Figure 1. Signal wires on met1.
Supply wires on this layer in grey.
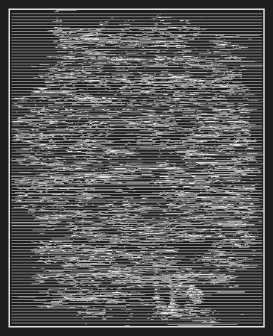
Figure 2. M2 wires.
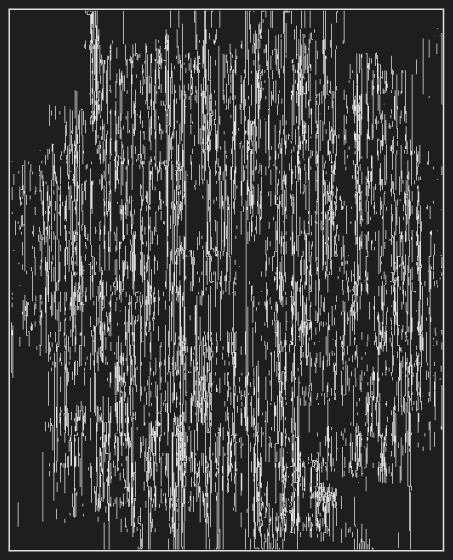
Figure 3. The metal 3 layer.
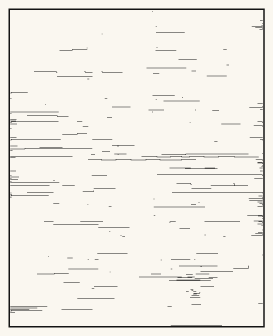
Figure 4. Met4 routing.
The bar under the picture is 50 um long. Supply wires on this layer in grey.
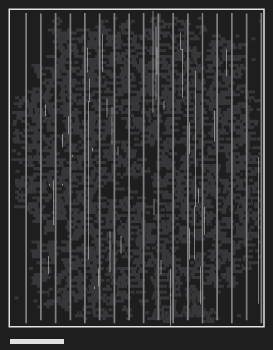
Figure 5. The clock network.
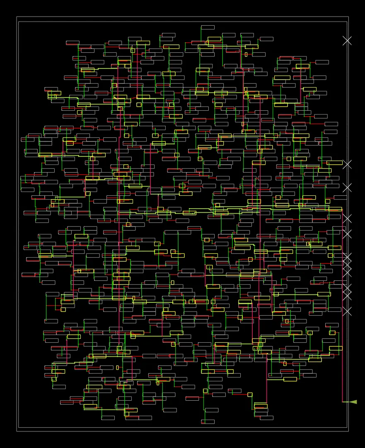
Design store_queue, sky130hd; sources not shown.
==> flow_summary.yaml <==
# synthesis and place-and-route metrics
die:
  fp.coreArea_sq_um: 66100
  num_rows: 105
  ios: 160
  die_h_um: 292
critical_path:
  cp-end-kind: "primary output"
  critPathKind: "in -> out"
  worstPathArrival_ns: 14.86
  rrSetupSlack_ns: 62.35
  required_ns: 52.48
  worstSetupStartpointType: "primary input"
yosys:
  syn_area_per_cell_sq_um: 15.6
  ys_cells: 1721
  top_cell: "dfrtp_1"
  yosys.area.top_type: "dfrtp_1"
  synth-edff-count: 0
  yosys_warnings: 0
  ys_types: 45
  adder_share: 0.00465
  area_leaders: "dfrtp_1 (57%), mux2_2 (22%), mux4_2 (11%)"
  netlist_instances: 1721
  synthArstFlopShare: 1.00
  synth-seq-cells: 613
  logic_family: "multiplexers"
  ys_sh_simple: 0.0216
  netlist.area_leader.share: 0.571
  xor_share: 0.00261
  ys_area_sq_um: 26900
  syn-cell-area_sq_um: 26900
final_layout:
  final_cell_mix: "dfrtp_1 (610), mux2_2 (528), clkdlybuf4s50_1 (157)"
  seqCellArea_sq_um: 15400
  drive_above_1_share: 0.444
  design_area_sq_um: 32600
  areaGrowthSynthToFinish_pct: 21.2
  utilization: 0.493
  final.fill_count: 5597
route:
  wl_met3_mm: 2.78
  routedWlPerCell_um: 22.0
  routed.top_layer: "met5"
  ant_nets: 0
  met1_length_mm: 27.0
  wl_met2_mm: 30.9
  drc: 22
final_timing:
  setup_tns_ns: 0
  finalCriticalPeriod_ns: 27.98
  finClkSkew_ns: 0.0187
  hold_viol: 0
  fin_ws_ns: 37.62
  fmax_mhz: 35.7
  rsz0062_at_grt: "no"
  whs_ns: 0.482
  fin_crit_sh: 0.427
global_routing:
  overflow: 0
  antenna_found_initial: 8
  track_usage: 0.189
  top_usage_layer: "met2"
  grt_pass1_wl_mm: 98.6
  grt_max_degree: 195
place:
  routabilityCongestion: 0.730
  dp_hpwl_mm: 35.1
cts:
  h-tree-depth: 3
  postCtsHoldBufs: 0
pwr:
  total_power_mw: 1.24
  leakage_nw: 13.3
  power_density_nw_per_um2: 38.0
job:
  warnings: 35
status:
  violations: "design-rule violations"
  status: "complete, but fails checks"
hold_path:
  hold_path_class: "reg -> reg"
Notes on Figure 1 above:
The longest straight run is 67.2 um. The wires run mostly horizontal. The layer carries 27.0 mm of wire.
Vias: 15,200
routing usage on met1: 0.252
final WL: 62.0 mm

Notes on Figure 2 above:
1,835 nets have wire on it. The layer carries 30.9 mm of wire. The layer holds 50% of the routed length. The wires run mostly vertical.
met2 usage: 0.309

Notes on Figure 3 above:
The layer holds 4.5% of the routed length. The layer carries 2,780 um of wire.
GR Util met3: 0.0358

Notes on Figure 4 above:
The longest straight run is 146 um. 19 nets have wire on it.

Notes on Figure 5 above:
Latency at later pin: 0.63 ns
Num CTS Buffers: 94
clock network power: 0.515 mW
clk sink count: 613

[worst register-to-register path: cells and delay by family, from the launching register on]
kind,cells,cell delay [ns]
simple gates,1,0.57
buf+inv,1,0.80
compound gates,1,0.27
mux,2,0.58
flops,1,0.86
[report_power, final]
part	total (mW)	internal [mW]	leakage, nW	switching, mW
Combinational	0.209	0.124	4.42	0.0858
Sequential	0.514	0.468	7.30	0.0456
Clock	0.515	0.322	1.60	0.193
Total	1.24	0.914	13.3	0.325
[cell type report]
class                      count  area share
sequential                   613       0.471
tap                          856      0.0329
multi-input combinational    981       0.338
antenna                        5    0.000384
clock inverter                69      0.0245
inverter                       9     0.00127
timing repair buffer         179      0.0541
clock buffer                 107      0.0772
Power is estimated from default activity; no workload was simulated.
